$ cat config.mk
export PLATFORM = sky130hd
export DESIGN_NAME = count_seq_ctrl
export DESIGN_NICKNAME = d
export VERILOG_FILES = /design/src/rtl/count_seq_ctrl.sv
export SDC_FILE = /design/constraint.sdc
export NUM_CORES = 1
export LEC_CHECK = 0
export ABC_AREA = 1
export CAP_MARGIN = 5
export CORE_ASPECT_RATIO = 0.6
export CORE_MARGIN = 3
export CORE_UTILIZATION = 48
export DETAILED_ROUTE_END_ITERATION = 10
export PLACE_DENSITY = 0.8
export SLEW_MARGIN = 20
export SYNTH_ARGS = -nofsm -noshare
export SYNTH_HDL_FRONTEND = slang
export SYNTH_SLANG_ARGS = --single-unit
$ cat constraint.sdc
create_clock -name clk -period 1.75 [get_ports clk]
set_input_delay 0.175 -clock clk [delete_from_list [all_inputs] [get_ports clk]]
set_output_delay 0.175 -clock clk [all_outputs]
set_load 0.05 [all_outputs]
$ cat src/rtl/count_seq_ctrl.sv
// Sequencing controller for a loadable up-counter: start/stop, programmable range,
// one-shot or periodic mode, terminal-count pulse and saturating terminal-count tally.
module count_seq_ctrl #(
   parameter int CW = 4,
   parameter int TW = 8
) (
   input  logic          clk,
   input  logic          rst,
   input  logic          start,
   input  logic          stop,
   input  logic          periodic,
   input  logic [CW-1:0] start_val,
   input  logic [CW-1:0] end_val,
   input  logic [CW-1:0] cnt_in,
   output logic          ld,
   output logic [CW-1:0] ldvalue,
   output logic          tc,
   output logic          busy,
   output logic          done,
   output logic [TW-1:0] tc_count
);

   typedef enum logic [1:0] {IDLE, LOAD, RUN, DONE} state_t;

   state_t        state, state_nx;
   logic [CW-1:0] sv, ev;
   logic          pm;
   logic          accept;
   logic          at_end;

   // LOAD is a fixed one-cycle step, so a start seen there is not accepted
   assign accept = start & ~stop & (state != LOAD);
   assign at_end = (cnt_in == ev);

   always_ff @(posedge clk or posedge rst) begin
      if (rst) state <= IDLE;
      else     state <= state_nx;
   end

   always_comb begin
      state_nx = state;
      case (state)
         IDLE: if (accept) state_nx = LOAD;
         LOAD: state_nx = RUN;
         RUN: begin
            if (stop)        state_nx = IDLE;
            else if (start)  state_nx = LOAD;
            else if (at_end) state_nx = pm ? RUN : DONE;
         end
         DONE: begin
            if (stop)       state_nx = IDLE;
            else if (start) state_nx = LOAD;
         end
         default: state_nx = IDLE;
      endcase
   end

   // Default is "hold": the counter reloads its own value and stays frozen
   always_comb begin
      ld      = 1'b1;
      ldvalue = cnt_in;
      tc      = 1'b0;
      case (state)
         LOAD: ldvalue = sv;
         RUN: begin
            if (!stop && !start) begin
               if (at_end) begin
                  tc = 1'b1;
                  if (pm) ldvalue = sv;
               end else begin
                  ld = 1'b0;
               end
            end
         end
         default: ;
      endcase
   end

   assign busy = (state == LOAD) || (state == RUN);
   assign done = (state == DONE);

   always_ff @(posedge clk or posedge rst) begin
      if (rst) begin
         sv <= '0;
         ev <= '0;
         pm <= 1'b0;
      end else if (accept) begin
         sv <= start_val;
         ev <= end_val;
         pm <= periodic;
      end
   end

   always_ff @(posedge clk or posedge rst) begin
      if (rst)                        tc_count <= '0;
      else if (accept)                tc_count <= '0;
      else if (tc && tc_count != '1)  tc_count <= tc_count + TW'(1);
   end

endmodule
Fig. 1: run 1, local utilization
Scale: 4 px per um. The die is cut into 7 by 5 equal tiles; black is low, pale yellow is high, 0 to 100% covered.
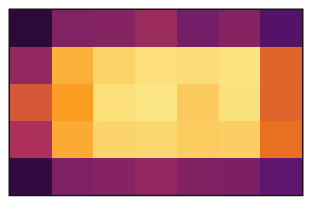
- tiles over 75% full: 43%
- fullest tile: 95%
- densest ninth of the die: middle
- mean over tiles: 60%
Core Util, Final: 88.0%
Initial Util: 54.8%

Fig. 2: run 1, clock distribution
Scale: 8 px per um.
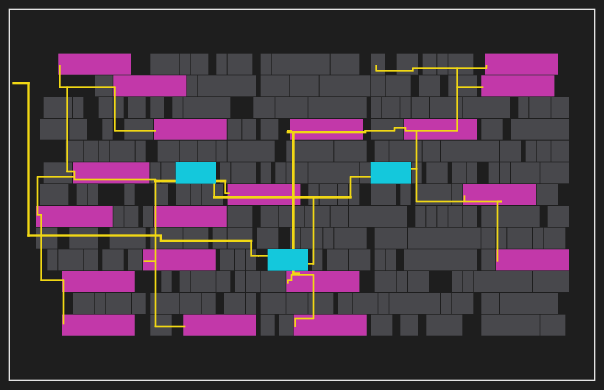
- clock wires: yellow (length 309 um)
- flip-flops: magenta (count 19)
- clock-net drivers: cyan (count 3)
- routed clock nets: 4
- flops lie: widely spread
clock share of power: 8.9%
clock latency at the later pin of the worst-skew pair: 270 ps
Clock Power: 0.000329 W

Fig. 3: run 1, the clock network
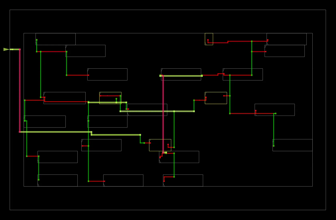
skew final: 6.16 ps
CTS sink count: 19

==> results.json, run 1 <==
{
  "drt_pre_antenna_iters": 4,
  "vdd_drop_max_uv": 798,
  "die-area_um2": 3370,
  "antenna_found_initial": 0,
  "gp_congestion": 0.873,
  "hold_ws_ps": 170,
  "drive_above_1_share_pct": 42.8,
  "fp.dieW_um": 73.0,
  "drt_wl_total_um": 4710,
  "ys.flops": 19,
  "fmax_mhz": 543,
  "route.top_layer_used": "met4",
  "core-area_um2": 2360,
  "p_leak_nw": 0.997,
  "wl_met3_um": 344,
  "synthAoiAreaFrac_pct": 9.49,
  "drc_errors": 0,
  "xor_area_share_pct": 4.07,
  "syn_nets": 190,
  "nets": 246,
  "maxCapViolCount": 0,
  "grt_overflow_total": 0,
  "ys_cells": 167,
  "powerDensity_nw_per_um2": 1780,
  "async_flop_share_pct": 100,
  "place_inst": 242,
  "required_ps": 1570,
  "violations": "negative setup slack",
  "clkTransAtPathRegs_ps": 80,
  "setup_viol": 5,
  "cts_buffers": 3,
  "worst_slack_ps": -90.9,
  "drt_iter0_markers": 147,
  "grt_usage_pct": 26.8,
  "yosys_warnings": 0,
  "min_path_type": "in -> async",
  "io_buffers": 32,
  "design_area_um2": 2070,
  "h-tree-depth": 1,
  "ff_type": "dfrtp_1",
  "cts_tree": "yes",
  "worstMarginPinSlew_ps": 500,
  "synth_area_um2": 1290,
  "synthToLayoutAreaGrowth_pct": 60.5,
  "wl_met2_um": 2310,
  "num_io_pins": 33,
  "antenna_left": 0,
  "die_h_um": 46.2,
  "wl_met1_um": 1920,
  "via_per_inst": 5.78,
  "fin_cells": 252,
  "top_cell_area_share_pct": 36.8,
  "hold_viol_final": 0,
  "worst_setup_path_start_kind": "register",
  "dr_total_vias": 1457,
  "grt_pass1_vias": 1419,
  "dp_hpwl_um": 2950,
  "end_kind": "primary output",
  "rsz0062_at_grt": "yes",
  "grt_first_pass_wirelength_um": 6740,
  "enable_flop_cells": 0,
  "clk_path_buf_depth": 2,
  "slew_violations": 0,
  "rows": 13,
  "ys_sh_adder_pct": 5.81,
  "largest_area_cell": "dfrtp_1",
  "ys_chip_area_um2": 1290,
  "arrival_ps": 1670,
  "wl_per_cell_um": 18.7,
  "synthTopLogicFamily": "simple AND/OR/NAND/NOR gates",
  "nFillCells": 118,
  "mux_share_pct": 0,
  "place_area_um2": 1860,
  "critPathMaxFanout": 4,
  "crit_type": "reg -> out",
  "outcome": "finished with violations"
}
-- run 1: cell usage after synthesis, types with 3 or more instances --
library cell  number
a21oi_1            9
dfrtp_1           19
ha_1               6
inv_1             16
inv_2              6
nand2_1           36
nand2_2            3
nand3_1           19
nand3b_1           3
nand4_1            4
nor2_1            11
nor2_4             3
o21ai_0           11
xor2_1             5
-- run 1: worst max-delay path: stages (launching register included) --
cell and delay, ps:
dfrtp_1 380, inv_2 60, nand2_2 60, nand2_2 70, nor2_4 170, nand3_4 130
nand2_1 110, nand3_2 100, a21oi_4 160, buf_12 150
-- run 1: final timing paths --
check                              end  slack, ps  depth (start not counted)        start
max                         ldvalue[1]        -90                          9        ev[1]
min in group clk                 ev[1]        490                          3   end_val[1]
min reg2reg                tc_count[1]        570                          2  tc_count[1]
max reg2reg                   state[0]         80                          9     state[0]
min                        tc_count[6]        170                          2          rst
max in group asynchronous        ev[0]       1070                          3          rst
-- run 1: logic make-up after synthesis --
group	Yosys count
AND/OR/NAND/NOR	88
buffers and inverters	25
AND-OR/OR-AND	23
flip-flops	19
XOR/XNOR	6
adder cells (fa/ha/maj)	6
-- run 1: metal layers --
metal	track usage [%]	vias to the layer above
met5	0	-
met4	9.93	0
met3	6.54	17
met2	46.9	91
met1	32.5	695
li1	-	654
-- run 1: registers in the layout (all words and copies together), names as in the netlist --
register,count
pm,1
tc_count,8
sv,4
state,2
ev,4
-- run 1: cell type report --
class / count / share of cell area [%]
clock buffer: 3 / 1.99
multi-input combinational: 123 / 42.8
tap: 30 / 1.81
clock inverter: 1 / 0.241
inverter: 23 / 4.40
sequential: 19 / 23.0
timing repair buffer: 53 / 25.8
-- run 1: power by group --
part | internal [W] | switching, W
clock | 0.000159 | 0.000170
sequential | 0.000555 | 0.0000943
combinational | 0.00113 | 0.00158
-- run 1: placed cells by master, fill, tap and decap left out, types with 6 or more instances in the layout --
cell | netlist | layout
dfrtp_1 | 19 | 17
buf_4 | 0 | 25
nand2_2 | 3 | 12
nand3_1 | 19 | 14
nor2_1 | 11 | 11
inv_1 | 16 | 9
inv_2 | 6 | 13
o21ai_0 | 11 | 10
clkdlybuf4s50_1 | 0 | 12
dlygate4sd2_1 | 0 | 6
buf_12 | 0 | 7
nand2_1 | 36 | 26
-- run 1: through the flow --
| stage | worst slack, ps | total power [W] |
|---|---|---|
| floorplan | 74.7 | 0.00199 |
| global placement | -58.1 | 0.00282 |
| detailed placement | -177 | 0.00289 |
| CTS | -28.6 | 0.00339 |
| global route | -170 | 0.00381 |
| finish | -90.9 | 0.00369 |
-- run 1: repair_timing --
action / 4_1_cts / 5_1_grt
buffers inserted: 2 / 4
gates cloned: 0 / 0
endpoints found under the setup margin: 6 / 8
endpoints found under the hold margin: 0 / 0
resized: 25 / 19
pin swaps: 15 / 11
Fig. 4: run 1, a small window of the routed layout
Window x 24 to 49, y 11 to 36 um. Cells in gray, sequential cells in the stronger gray; small squares are vias.
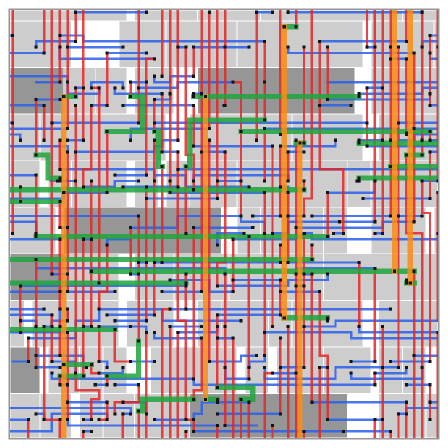

==> run 2, diff against run 1 <==
--- a/config.mk
+++ b/config.mk
@@ -9,9 +9,10 @@
 export CAP_MARGIN = 5
 export CORE_ASPECT_RATIO = 0.6
 export CORE_MARGIN = 3
-export CORE_UTILIZATION = 48
+export CORE_UTILIZATION = 52
 export DETAILED_ROUTE_END_ITERATION = 10
-export PLACE_DENSITY = 0.8
+export PLACE_DENSITY = 0.85
+export RECOVER_POWER = 50
 export SLEW_MARGIN = 20
 export SYNTH_ARGS = -nofsm -noshare
 export SYNTH_HDL_FRONTEND = slang
==> constraint.sdc (replaced) <==
create_clock -name clk -period 2.3 [get_ports clk]
set_input_delay 0.23 -clock clk [delete_from_list [all_inputs] [get_ports clk]]
set_output_delay 0.23 -clock clk [all_outputs]
set_load 0.05 [all_outputs]
Fig. 5: run 2, a small window of the routed layout
Window x 23 to 48, y 10 to 35 um. Cells in gray, sequential cells in the stronger gray; small squares are vias.
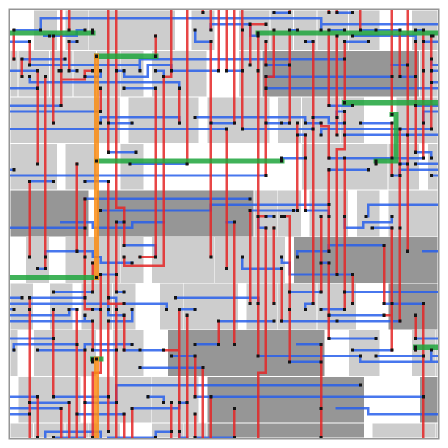
- M4: orange
- M3: green
- M1: blue
- M2: red
- most frequent: nand2_1 (10)
- sequential cells in the window: 6
- netlist names of flops here include: tc_count (3), sv (2)
- cells with their middle in the window: 61

==> run 2 against run 1 <==
Compared with the run above: the run now ends clean; clock skew fell by 2.8 ps; critical path depth increased by 1; clock power decreased by 29%; wire length fell by 36%; sequential power shrank 26%; worst hold slack better by 350 ps; synthesized cell count is the same; combinational power down 47%; count of clock-buffer cells in the layout is the same; via count fell by 17%; largest cell class unchanged; largest power group unchanged; highest routed layer unchanged.
==> results.json, run 2 <==
{
  "dp_hpwl_um": 2290,
  "required_ps": 2070,
  "final_layout_top_logic_cells": "nand2_1 (36), clkdlybuf4s50_1 (22), nand3_1 (19), dfrtp_1 (19), inv_1 (17)",
  "place_area_um2": 1710,
  "cts_resized": 0,
  "postCtsHoldBufs": 0,
  "drt_pre_antenna_iters": 4,
  "syn_nets": 190,
  "hold_viol_final": 0,
  "rows": 13,
  "grt_overflow_total": 0,
  "ys.flops": 19,
  "gp_congestion": 0.877,
  "wl_met2_um": 1390,
  "wl_met3_um": 228,
  "cts_tree": "yes",
  "ys_sh_adder_pct": 5.81,
  "via_per_inst": 5.24,
  "grt_first_pass_wirelength_um": 5260,
  "synthToLayoutAreaGrowth_pct": 35.7,
  "crit_end": "ldvalue[2]",
  "top_regs": "tc_count x8, ev x4, sv x4",
  "setup_viol": 0,
  "lay_top_count": "nand2_1",
  "worstMarginPinSlew_ps": 720,
  "die-area_um2": 3140,
  "maxCapViolCount": 0,
  "fmax_mhz": 474,
  "drive_above_1_share_pct": 15.8,
  "xor_area_share_pct": 4.07,
  "ys_chip_area_um2": 1290,
  "drt_wl_total_um": 3010,
  "synth_area_um2": 1290,
  "outcome": "complete, no violations",
  "rsz0062_at_grt": "no",
  "vdd_drop_max_uv": 573,
  "core-area_um2": 2260,
  "dr_total_vias": 1216,
  "fin_skew_ps": 3.38,
  "fp.dieW_um": 70.4,
  "largest_area_cell": "dfrtp_1",
  "synthTopLogicFamily": "simple AND/OR/NAND/NOR gates",
  "wl_per_cell_um": 13.0,
  "io_buffers": 32,
  "die_h_um": 44.6,
  "powerDensity_nw_per_um2": 1230,
  "r2r-end": "ev[3]",
  "yosys_warnings": 0,
  "min_path_type": "in -> async",
  "arrival_ps": 1880,
  "antenna_cells": 0,
  "clkTransAtPathRegs_ps": 70,
  "drc_errors": 0,
  "nFillCells": 163,
  "critPathMaxFanout": 6,
  "power.total_w": 0.00215,
  "r2r_start": "state[1]",
  "fp_util_pct": 57.2,
  "mux_share_pct": 0,
  "clk_path_buf_depth": 2,
  "design_area_um2": 1750,
  "top_cell_area_share_pct": 36.8,
  "antenna_found_initial": 0,
  "r2r_slack_ps": 350,
  "largest_reg_flops": 8,
  "post_cts_buffers": 0,
  "drt_iter0_markers": 119,
  "num_io_pins": 33,
  "crit_start": "cnt_in[3]",
  "crit_type": "in -> out",
  "async_flop_share_pct": 100,
  "h-tree-depth": 1,
  "reg2reg_depth": 8,
  "grt_usage_pct": 21.2,
  "grt_pass1_vias": 1169,
  "synth.cells.most_frequent": "nand2_1 (36), dfrtp_1 (19), nand3_1 (19)",
  "most_common_cell": "nand2_1",
  "p_leak_nw": 0.886,
  "clock-sinks": 19
}
Fig. 6: run 2, the clock network
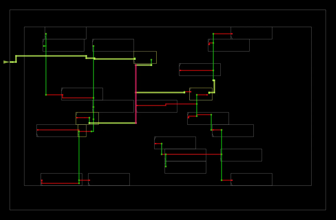
clock buffers: 3
clock latency at the later pin of the worst-skew pair: 260 ps
cts bufs inserted: 3
Clock Power: 0.000235 W
seq_cells: 19

run 2: where the power goes:
group | switching, W | internal [W]
logic | 0.000879 | 0.000560
registers | 0.0000569 | 0.000422
clock network | 0.000114 | 0.000121
run 2: through the flow:
stage / setup WS [ps] / std cells / hold WS [ps] / utilization, %
3_3_place_gp: 245 / 228 / 542 / 75.5
2_1_floorplan: 53.1 / 167 / 181 / -
5_1_grt: 31.3 / 232 / 537 / 77.6
3_5_place_dp: 208 / 228 / 557 / 75.5
4_1_cts: 24.6 / 232 / 416 / 77.6
6_report: 192 / 232 / 520 / 77.6
run 2: worst max-delay path, cell delays in order:
cell and delay [ps]:
clkdlybuf4s50_1 520, inv_2 50, nand2_1 60, nand2_2 70
nor2_4 190, nand3_1 170, nand2_1 90, nand3_1 70
a21oi_1 240, buf_12 170
run 2: worst min path at each step:
stage | cells past startpoint | to | slack (ps) | startpoint
4_1_cts | 2 | ev[2] | 420 | rst
3_3_place_gp | 2 | tc_count[1] | 540 | tc_count[1]
2_1_floorplan | 1 | ev[0] | 180 | rst
5_1_grt | 3 | sv[1] | 540 | start_val[1]
3_5_place_dp | 2 | sv[2] | 560 | sv[2]
6_report | 2 | ev[2] | 520 | rst
run 2: layer usage:
layer	vias up	GRT usage (%)
li1	606	-
met1	565	28.4
met2	40	35.1
met3	5	6.35
met4	0	3.44
met5	-	0
run 2: layout make-up:
type / count / area share, %
Sequential cell: 19 / 27.1
Clock buffer: 3 / 2.35
Multi-Input combinational cell: 123 / 40.8
Clock inverter: 1 / 0.285
Timing Repair Buffer: 33 / 22.1
Tap cell: 30 / 2.14
Inverter: 23 / 5.21
run 2: cell families after synthesis:
logic type               Yosys count
AND-OR/OR-AND                     23
XOR/XNOR                           6
adder cells (fa/ha/maj)            6
buffers and inverters             25
flip-flops                        19
AND/OR/NAND/NOR                   88
Fig. 7: run 2, placement by cell class
Scale: 6 px per um. Fill, decap, tap and diode cells in gray.
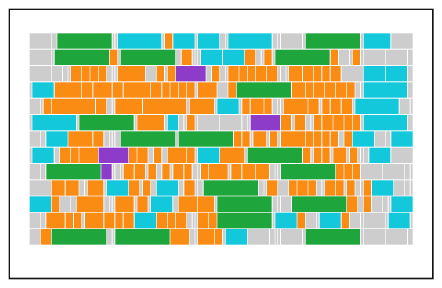

==> run 3, diff against run 2 <==
--- a/config.mk
+++ b/config.mk
@@ -11,6 +11,8 @@
 export CORE_MARGIN = 3
 export CORE_UTILIZATION = 52
 export DETAILED_ROUTE_END_ITERATION = 10
+export GPL_ROUTABILITY_DRIVEN = 1
+export GPL_TIMING_DRIVEN = 0
 export PLACE_DENSITY = 0.85
 export RECOVER_POWER = 50
 export SLEW_MARGIN = 20
Fig. 8: run 3, placement by cell class
Scale: 6 px per um. Fill, decap, tap and diode cells in gray.
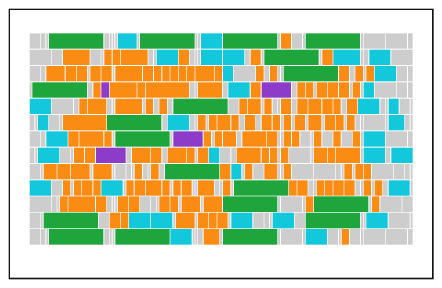
- registers: green (cells 19)
- clock drivers and dummy loads: purple (cells 4)
- remaining logic cells: orange (cells 146)
- remaining buffers and delay cells: cyan (cells 34)
area of the core: 2260 um^2
Final Cell Area: 1670 um^2

Fig. 9: run 3, clock distribution
Scale: 8 px per um.
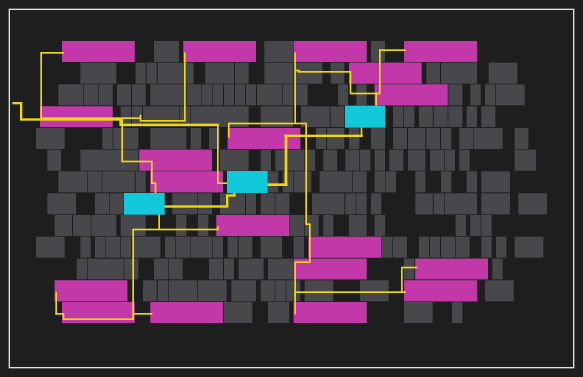
- clock wires: yellow (length 266 um)
- flip-flops: magenta (count 19)
- clock-net drivers: cyan (count 3)
- routed clock nets: 4

==> run 3 against run 2 <==
Compared with the run above: critical path depth unchanged; sequential cell count unchanged; sequential power about the same; maximum frequency decreased by 0.81%; utilization decreased by 3.5 points; clock power about the same; clock skew decreased by 1.9 ps; area after synthesis unchanged; critical path type unchanged; die area unchanged.
==> results.json, run 3 <==
{
  "outcome": "complete, no violations",
  "worstMarginPinSlew_ps": 739,
  "grt_usage_pct": 21.3,
  "crit_end": "ldvalue[1]",
  "sw_frac_of_total_pct": 53.7,
  "ys_chip_area_um2": 1290,
  "place_inst": 229,
  "clkTransAtPathRegs_ps": 70,
  "synthToLayoutAreaGrowth_pct": 29.5,
  "synthAoiAreaFrac_pct": 9.49,
  "comb_power_share_pct": 62.4,
  "grt_first_pass_wirelength_um": 5270,
  "r2r-end": "sv[0]",
  "yosys_warnings": 0,
  "arrival_ps": 1890,
  "drt_iter0_markers": 136,
  "drt_pre_antenna_iters": 4,
  "synthTopLogicFamily": "simple AND/OR/NAND/NOR gates",
  "critPathMaxFanout": 6,
  "warnings": 30,
  "antenna_cells": 0,
  "dr_total_vias": 1260,
  "yosys-top-cells-area": "dfrtp_1 (37%), nand2_1 (10%), nand3_1 (7.4%), ha_1 (5.8%), inv_1 (4.6%)",
  "largest_reg_flops": 8,
  "final_layout_top_logic_cells": "nand2_1 (36), nand3_1 (19), dfrtp_1 (19)",
  "required_ps": 2070,
  "vdd_drop_max_uv": 575,
  "crit_type": "in -> out",
  "mux_share_pct": 0,
  "p_int_w": 0.000882,
  "netlist_instances": 167,
  "setup_viol": 0,
  "fp_util_pct": 57.2,
  "grt_overflow_total": 0,
  "grt_pass1_vias": 1192,
  "fin_skew_ps": 1.45,
  "die-area_um2": 3140,
  "drive_above_1_share_pct": 15.8,
  "clkLatencyLatePin_ps": 260,
  "synth.avg_cell_area_um2": 7.74,
  "top_regs": "tc_count x8, ev x4, sv x4",
  "wl_per_cell_um": 13.3,
  "p_sw_w": 0.00102,
  "maxCapViolCount": 0,
  "reg2reg_depth": 7,
  "slowest_stage": "clkdlybuf4s50_1",
  "ys_cells": 167,
  "async_flop_share_pct": 100,
  "cts_buffers": 3,
  "rows": 13,
  "nets": 227,
  "lay_top_count": "nand2_1",
  "pwr-share-clk_pct": 12.4,
  "slowest_delay_ps": 530,
  "max-slew-margin-rel_pct": 50.7,
  "via_per_inst": 5.41,
  "drt_wl_total_um": 3110,
  "fin_cells": 233,
  "p_leak_nw": 0.872,
  "synth.cells.most_frequent": "nand2_1 (36), dfrtp_1 (19), nand3_1 (19)",
  "postSynthSeqShare_pct": 36.8,
  "xor_area_share_pct": 4.07,
  "ys_sh_adder_pct": 5.81,
  "yosysUniqueCellTypes": 26,
  "enable_flop_cells": 0,
  "power.total_w": 0.00190,
  "grt_start_max_net_pins": 20,
  "place_area_um2": 1650,
  "r2r_slack_ps": 470,
  "r2r_start": "state[1]",
  "powerDensity_nw_per_um2": 1140,
  "cts_root_buffer": "clkbuf_8",
  "io_buffers": 32,
  "num_io_pins": 33,
  "worst_setup_path_start_kind": "input pin",
  "min_path_type": "in -> reg",
  "ff_type": "dfrtp_1",
  "fmax_mhz": 471,
  "regMostFlops": "tc_count",
  "fin_crit_ps": 2120,
  "fp.dieW_um": 70.4,
  "end_kind": "primary output",
  "top_cell_area_share_pct": 36.8,
  "crit_start": "cnt_in[3]",
  "clock-sinks": 19,
  "seqPwrFrac_pct": 25.2,
  "post-route-period-util_pct": 92.4,
  "drc_errors": 0,
  "die_h_um": 44.6,
  "largest_area_cell": "dfrtp_1",
  "clk_path_buf_depth": 2,
  "cts_tree": "yes",
  "h-tree-depth": 1,
  "crit_chain": "clkdlybuf4s50_1, inv_2, nand2_1, nand2_2, nor2_4, nand3_1, nand2_1, nand3_1, a21oi_1, buf_2",
  "slew_violations": 0,
  "antenna_found_initial": 0,
  "syn_nets": 190,
  "gp_congestion": 0.840,
  "hold_viol_final": 0,
  "dp_hpwl_um": 2420,
  "rsz0062_at_grt": "no",
  "ys_sh_simple_pct": 36.0,
  "antenna_left": 0,
  "utilization_pct": 74.0,
  "most_common_cell": "nand2_1",
  "fin_setup_tns_ps": 0,
  "synth_area_um2": 1290,
  "ys.flops": 19
}
run 3: cell count changes in the layout (fill, tap and decap cells not counted):
| cell | previous run | this run |
|---|---|---|
| dlygate4sd3_1 | 3 | 8 |
| buf_12 | 6 | 0 |
| dlygate4sd2_1 | 0 | 1 |
| buf_2 | 0 | 5 |
| clkdlybuf4s50_1 | 22 | 17 |
| inv_2 | 5 | 6 |
| inv_1 | 17 | 16 |
| clkbuf_1 | 0 | 1 |
| clkinv_2 | 1 | 0 |
| buf_4 | 0 | 1 |
run 3: timing repair:
action                     4_1_cts  5_1_grt
setup endpoints to repair        6        6
gates resized                   16       13
setup buffers                    0        0
hold buffers                     0        0
run 3: power by group through the flow:
stage / clock network, W / logic, W / registers (W)
after CTS: 0.000241 / 0.00122 / 0.000477
after floorplan: 0 / 0.000890 / 0.000477
after global routing: 0.000257 / 0.00128 / 0.000484
final: 0.000236 / 0.00119 / 0.000479
after global placement: 0 / 0.00122 / 0.000477
after detailed placement: 0 / 0.00124 / 0.000483
run 3: through the flow:
stage                     hold WS, ps  setup WS, ps
final                             528           175
after global routing              554          8.17
after CTS                         438          30.2
after detailed placement          561          -356
after global placement            542          -344
after floorplan                   181          53.1
run 3: final cells by class:
| class | instances | area, um^2 |
|---|---|---|
| Fill cell | 183 | 587 |
| Buffer | 2 | 10.0 |
| Inverter | 23 | 91.3 |
| Clock buffer | 4 | 45.0 |
| Timing Repair Buffer | 32 | 299 |
| Sequential cell | 19 | 475 |
| Multi-Input combinational cell | 123 | 716 |
| Tap cell | 30 | 37.5 |
run 3: kinds of logic after synthesis:
kind of cell	count (synthesis)
compound gates	23
xor+xnor	6
fa+ha+maj	6
buf+inv	25
flops	19
simple gates	88
run 3: metal layers:
| metal | global-route usage (%) | part of all wire, % |
|---|---|---|
| met1 | 26.1 | 47 |
| met2 | 37.0 | 46 |
| met3 | 6.80 | 6.7 |
| met4 | 5.73 | 0.45 |
| met5 | 0 | 0 |
run 3: how the worst min path moves through the flow:
| stage | start | to | slack, ps | depth (start not counted) |
|---|---|---|---|---|
| 6_report | start_val[2] | sv[2] | 530 | 3 |
| 3_3_place_gp | tc_count[1] | tc_count[1] | 540 | 2 |
| 5_1_grt | start_val[2] | sv[2] | 550 | 3 |
| 2_1_floorplan | rst | ev[0] | 180 | 1 |
| 3_5_place_dp | sv[2] | sv[2] | 560 | 2 |
| 4_1_cts | rst | ev[3] | 440 | 2 |
run 3: critical path, delay by kind of cell:
family	cells	cell delay, ps
compound gates	1	150
buf+inv	3	860
simple gates	6	640
Power is estimated from default activity; no workload was simulated.
